[src/rtl/sms_pkg.sv]
// Shared types and constants for the SMS latch bank: channel state encoding,
// mode values and the counter-width helper.
package sms_pkg;

  typedef enum logic [1:0] {
    IDLE  = 2'd0,
    HELD  = 2'd1,
    TIMED = 2'd2
  } sms_state_t;

  localparam logic LATCH    = 1'b0;
  localparam logic ONE_SHOT = 1'b1;

  // Counter must hold PULSE_LEN-1; never narrower than one bit.
  function automatic int cnt_width(input int pulse_len);
    int w;
    w = $clog2(pulse_len + 1);
    return (w < 1) ? 1 : w;
  endfunction

endpackage

[src/rtl/sms_latch_cell.sv]
// One SMS latch channel: IDLE/HELD/TIMED state, one-shot hold counter and
// registered rising-edge strobe.
module sms_latch_cell
  import sms_pkg::*;
#(
  parameter int SET_INPUTS = 2,
  parameter int CLR_WINS   = 1,
  parameter int PULSE_LEN  = 4
) (
  input  logic                  clk,
  input  logic                  r,
  input  logic [SET_INPUTS-1:0] set_n,
  input  logic                  clr_n,
  input  logic                  mode,
  output logic                  q,
  output logic                  set_pulse
);

  localparam int            CW       = cnt_width(PULSE_LEN);
  localparam logic [CW-1:0] RELOAD   = CW'(PULSE_LEN - 1);
  localparam logic [CW-1:0] CNT_ONE  = CW'(1);
  localparam logic [CW-1:0] CNT_ZERO = '0;
  localparam logic          CLR_DOM  = (CLR_WINS != 0);

  sms_state_t    state_reg, state_next;
  logic [CW-1:0] cnt_reg, cnt_next;
  logic          pulse_reg;
  logic          set_req, clr_req, set_win, clr_win;

  // Only a solid 0 is a request; floating or unknown pins read as inactive.
  always_comb begin
    set_req = 1'b0;
    for (int k = 0; k < SET_INPUTS; k++) begin
      if (set_n[k] === 1'b0) set_req = 1'b1;
    end
    clr_req = (clr_n === 1'b0);
    set_win = set_req & ~(clr_req & CLR_DOM);
    clr_win = clr_req & ~(set_req & ~CLR_DOM);
  end

  always_comb begin
    state_next = state_reg;
    cnt_next   = cnt_reg;
    unique case (state_reg)
      IDLE: begin
        if (set_win) begin
          if (mode == ONE_SHOT) begin
            state_next = TIMED;
            cnt_next   = RELOAD;
          end else begin
            state_next = HELD;
          end
        end
      end
      HELD: begin
        if (clr_win) state_next = IDLE;
      end
      TIMED: begin
        if (clr_win) begin
          state_next = IDLE;
          cnt_next   = CNT_ZERO;
        end else if (set_win) begin
          cnt_next = RELOAD;
        end else if (cnt_reg == CNT_ZERO) begin
          state_next = IDLE;
        end else begin
          cnt_next = cnt_reg - CNT_ONE;
        end
      end
      default: begin
        state_next = IDLE;
        cnt_next   = CNT_ZERO;
      end
    endcase
  end

  always_ff @(posedge clk) begin
    if (r) begin
      state_reg <= IDLE;
      cnt_reg   <= CNT_ZERO;
      pulse_reg <= 1'b0;
    end else begin
      state_reg <= state_next;
      cnt_reg   <= cnt_next;
      // Strobe only on leaving IDLE, so retriggers and held states never pulse.
      pulse_reg <= (state_reg == IDLE) && (state_next != IDLE);
    end
  end

  assign q         = (state_reg != IDLE);
  assign set_pulse = pulse_reg;

endmodule

[src/rtl/sms_latch_bank.sv]
// Bank of independent SMS set/clear latches sharing clock and master reset.
module sms_latch_bank
  import sms_pkg::*;
#(
  parameter int CHANNELS   = 2,
  parameter int SET_INPUTS = 2,
  parameter int CLR_WINS   = 1,
  parameter int PULSE_LEN  = 4
) (
  input  logic                           clk,
  input  logic                           r,
  input  logic [CHANNELS*SET_INPUTS-1:0] set_n,
  input  logic [CHANNELS-1:0]            clr_n,
  input  logic [CHANNELS-1:0]            mode,
  output logic [CHANNELS-1:0]            q,
  output logic [CHANNELS-1:0]            q_n,
  output logic [CHANNELS-1:0]            set_pulse,
  output logic                           any_set
);

  generate
    for (genvar gi = 0; gi < CHANNELS; gi++) begin : g_chan
      sms_latch_cell #(
        .SET_INPUTS(SET_INPUTS),
        .CLR_WINS  (CLR_WINS),
        .PULSE_LEN (PULSE_LEN)
      ) u_cell (
        .clk      (clk),
        .r        (r),
        .set_n    (set_n[gi*SET_INPUTS +: SET_INPUTS]),
        .clr_n    (clr_n[gi]),
        .mode     (mode[gi]),
        .q        (q[gi]),
        .set_pulse(set_pulse[gi])
      );
    end
  endgenerate

  assign q_n     = ~q;
  assign any_set = |q;

endmodule

[config.mk]
export PLATFORM = sky130hd
export DESIGN_NAME = sms_latch_bank
export DESIGN_NICKNAME = d
export VERILOG_FILES = /design/src/rtl/sms_pkg.sv /design/src/rtl/sms_latch_cell.sv /design/src/rtl/sms_latch_bank.sv
export SDC_FILE = /design/constraint.sdc
export NUM_CORES = 1
export LEC_CHECK = 0
export ABC_AREA = 1
export CAP_MARGIN = 15
export CORE_UTILIZATION = 46
export CTS_BUF_LIST = sky130_fd_sc_hd__clkbuf_8
export CTS_CLUSTER_DIAMETER = 30
export DETAILED_ROUTE_END_ITERATION = 8
export MAX_ROUTING_LAYER = met4
export PLACE_DENSITY = 0.76
export SLEW_MARGIN = 20
export SYNTH_ARGS = -nofsm -noshare
export SYNTH_HDL_FRONTEND = slang
export SYNTH_SLANG_ARGS = --single-unit
[constraint.sdc]
create_clock -name clk -period 1.15 [get_ports clk]
set_input_delay 0.23 -clock clk [delete_from_list [all_inputs] [get_ports clk]]
set_output_delay 0.23 -clock clk [all_outputs]
set_load 0.01 [all_outputs]
met2.png
Scale bar: 10 µm.
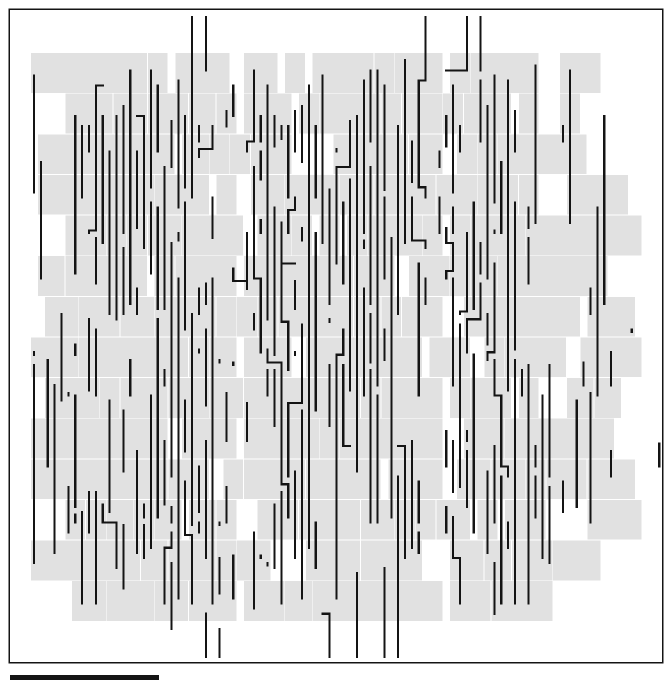
main direction = vertical
share of all routed wire = 50%

drive_strength.png
Scale bar: 10 µm.
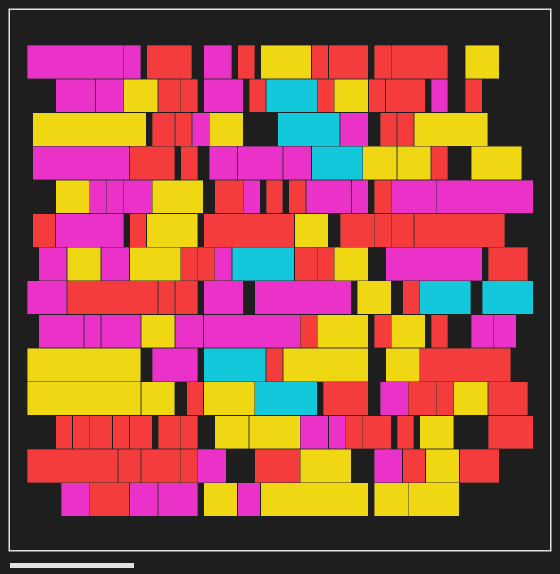
drive 1 or less -> red  # cells 69, share 43%
drive 2 -> magenta  # cells 46, share 29%
drive 6 and up -> cyan  # cells 8, share 5.0%
drive 3 to 4 -> yellow  # cells 37, share 23%

final_congestion.png
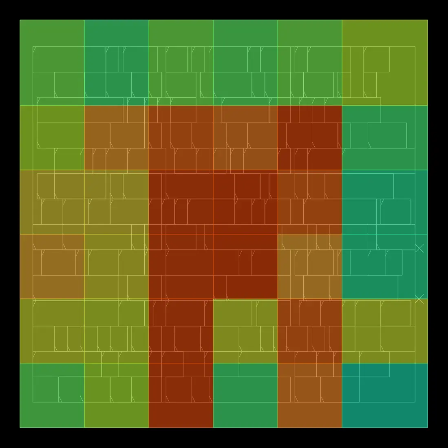
final core occ: 0.870
global-route usage over all layers: 0.272
met2 Track Usage GR: 0.457

==> out/summary.json <==
{
  "sta": {
    "timing.final.max_slew_violations": 0,
    "final_hold_viol_count": 0,
    "fmax_ghz": 0.798,
    "fin_tns_setup_ps": -533,
    "layout_setup_ws_ps": -103,
    "min_period_over_period": 1.09,
    "finalWorstPathRequiredPeriod_ps": 1250,
    "setup_viol": 9,
    "rsz0062_at_grt": "yes",
    "timing.clock.skew_ps": 3.98,
    "tightestPinTransition_ps": 275,
    "fin_hold_ws_ps": 463,
    "max_slew_margin": 0.817
  },
  "drt": {
    "routed-wl-met3_um": 187,
    "vias": 958,
    "drc": 2,
    "wl_met1_um": 1070,
    "top_signal_layer_used": "met4",
    "met2_length_um": 1330,
    "totalWireLength_um": 2650,
    "routed_vias_inst": 5.44,
    "final_antenna_net_count": 0,
    "detail_route.iter0.violations": 47,
    "firstDrtPassIters": 6
  },
  "power_and_ir_drop": {
    "ir_drop_mv": 0.762,
    "sequentialPowerShare": 0.319,
    "clock_power_share": 0.326,
    "power_density_nw_per_um2": 1090,
    "power.clock.total_uw": 483,
    "pg_seq_uw": 473,
    "pwr.group.combinational_uw": 526,
    "power.switching_uw": 484,
    "intPower_uw": 998,
    "power_frac_comb": 0.355,
    "power.leakage_uw": 0.000642,
    "largestPowerGroup": "combinational cells",
    "sw_frac_of_total": 0.326
  },
  "finish": {
    "area_added_between_synthesis_and_finish_pct": 69.9,
    "combinational_gate_area_um2": 629,
    "antenna_cells_inserted": 0,
    "nets": 175,
    "buffers": 40,
    "final_cell_count_no_fill": 176,
    "finish.instance_area_um2": 1360,
    "lay_top_cells": "buf_4 (21), nand2_1 (19), nand2_2 (13)",
    "largest_class": "logic gates",
    "comb_cells": 86,
    "layout.nonclk_buf_frac": 0.245,
    "ff_count": 12,
    "largest_register_ff_count": 6,
    "area_share_clock_buf_inv": 0.0406,
    "area.share.sequential": 0.185,
    "most_frequently_placed_logic_cell_in_the_final_layout": "buf_4",
    "non_clock_inverter_count": 18,
    "drive_gt1_frac": 0.569,
    "fillCellCount": 77,
    "multi_input_combinational_area_share": 0.464,
    "clock_buffers": 4
  },
  "clock_tree": {
    "cts_num_sinks": 12,
    "cts_max_path_buffers": 2,
    "cts-buffers-inserted": 3,
    "cts_hold_buffers": 0,
    "cell_resize_tally_after_clock_tree_synthesis": 48,
    "cts.repair_timing.setup_buffer_count": 4,
    "cts.clk_slew.worst_paths_ps": 60,
    "tritoncts": "built",
    "clock.latency.late_pin_ps": 250,
    "clock_tree.htree_level_count": 1,
    "cts.root.buffer_cell": "clkbuf_8"
  },
  "synthesis": {
    "synth_top_cell_by_area": "dfxtp_1",
    "synthSimpleGateAreaFrac": 0.393,
    "yosys.area_share.aoi": 0.116,
    "yosys.area_share.xor_xnor": 0,
    "ys_seq_frac": 0.301,
    "ys_top_cells_by_area": "dfxtp_1 (30%), nand2_1 (15%), inv_1 (8.0%)",
    "enable_flop_cells": 0,
    "synth.comb.largest_family": "simple AND/OR/NAND/NOR gates",
    "synthMuxAreaShare": 0,
    "netlist.area_leader.share": 0.301,
    "synth.most_common_cell": "nand2_1",
    "yosys_cells": 121,
    "synth.yosys.warnings": 0,
    "numSynthFlops": 12,
    "yosys_most_used_dff": "dfxtp_1",
    "syn_avg_cell_area_um2": 6.60,
    "ys_async_sr_fraction": 0,
    "postSynthNetCount": 135,
    "synth_area_um2": 798,
    "yosys-stat-area_um2": 798,
    "netlist-cell-type-count": 21,
    "synth.cells.most_frequent": "nand2_1 (31), inv_1 (17), nor2_1 (13), dfxtp_1 (12), nand3_1 (12)",
    "synthCells": 121
  },
  "critical_path": {
    "critPathTopFamily": "simple AND/OR/NAND/NOR gates",
    "regToRegEndpoint": "g_chan[0].u_cell.cnt_reg[0]",
    "worstPathCellList": "inv_2, ha_4, inv_2, nor2_4, nand2_2, nand2_2, nand2_4, nand2_2, nand2_2, a21oi_2",
    "critical_path.startpoint": "g_chan[0].u_cell.cnt_reg[0]",
    "r2r_setup_slack_ps": -100,
    "worst-endpoint-arrival_ps": 1440,
    "crit_required_ps": 1330,
    "crit_path_top_delay_cell": "dfxtp_2",
    "endpoint": "g_chan[0].u_cell.cnt_reg[0]",
    "worst-path-max-fanout": 4,
    "cp.buffers_inverters": 2,
    "cp_slowest_stage_delay_ps": 320,
    "criticalPathCategory": "reg -> reg",
    "worstSetupPathDepth": 10,
    "cpMostUsedCell": "nand2_2",
    "critical_path.startpoint_type": "flip-flop",
    "worst_setup_path_end_kind": "flip-flop"
  },
  "place": {
    "detailed_place.area_um2": 1070,
    "hpwl_um": 1460,
    "dp_worst_setup_slack_ps": -371,
    "place.port_buffers": 16,
    "gp_congestion": 0.825,
    "placed_cells": 165
  },
  "die": {
    "tapCellCount": 16,
    "die_area_um2": 1910,
    "initial_core_util": 0.512,
    "die.size.y_um": 43.7,
    "die_width_um": 43.7,
    "design.portCount": 17,
    "core.rowCount": 14
  },
  "grt": {
    "gr-max-usage-layer": "met2",
    "groute.layer.met3.usage": 0.0375,
    "first_global_vias": 901,
    "grt_remaining_overflow": 0,
    "antenna_found_initial": 0,
    "grt_pass1_wl_um": 3790,
    "grt_start_max_net_pins": 8
  },
  "min_path": {
    "worst_hold_path.num_cells": 5,
    "hold-path-endpoint": "g_chan[0].u_cell.cnt_reg[0]",
    "worst_hold_start": "mode[0]",
    "class_of_the_worst_hold_path": "in -> reg"
  },
  "job": {
    "openroad_warning_count": 30
  },
  "status": {
    "violations": "design-rule violations, negative setup slack",
    "outcome": "finished, violations left"
  }
}
met1.png
Scale bar: 10 µm. Supply wires on this layer in gray.
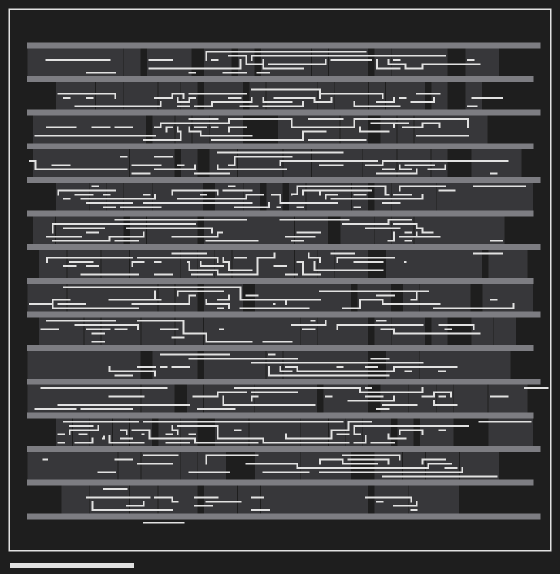
main direction = horizontal
longest straight run = 16.1 µm
share of all routed wire = 40%

metal_stack.png
Two of the layers only.
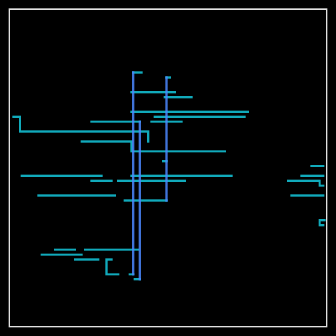
met4 -> blue  # wire length 66.6 µm
met3 -> cyan  # wire length 187 µm

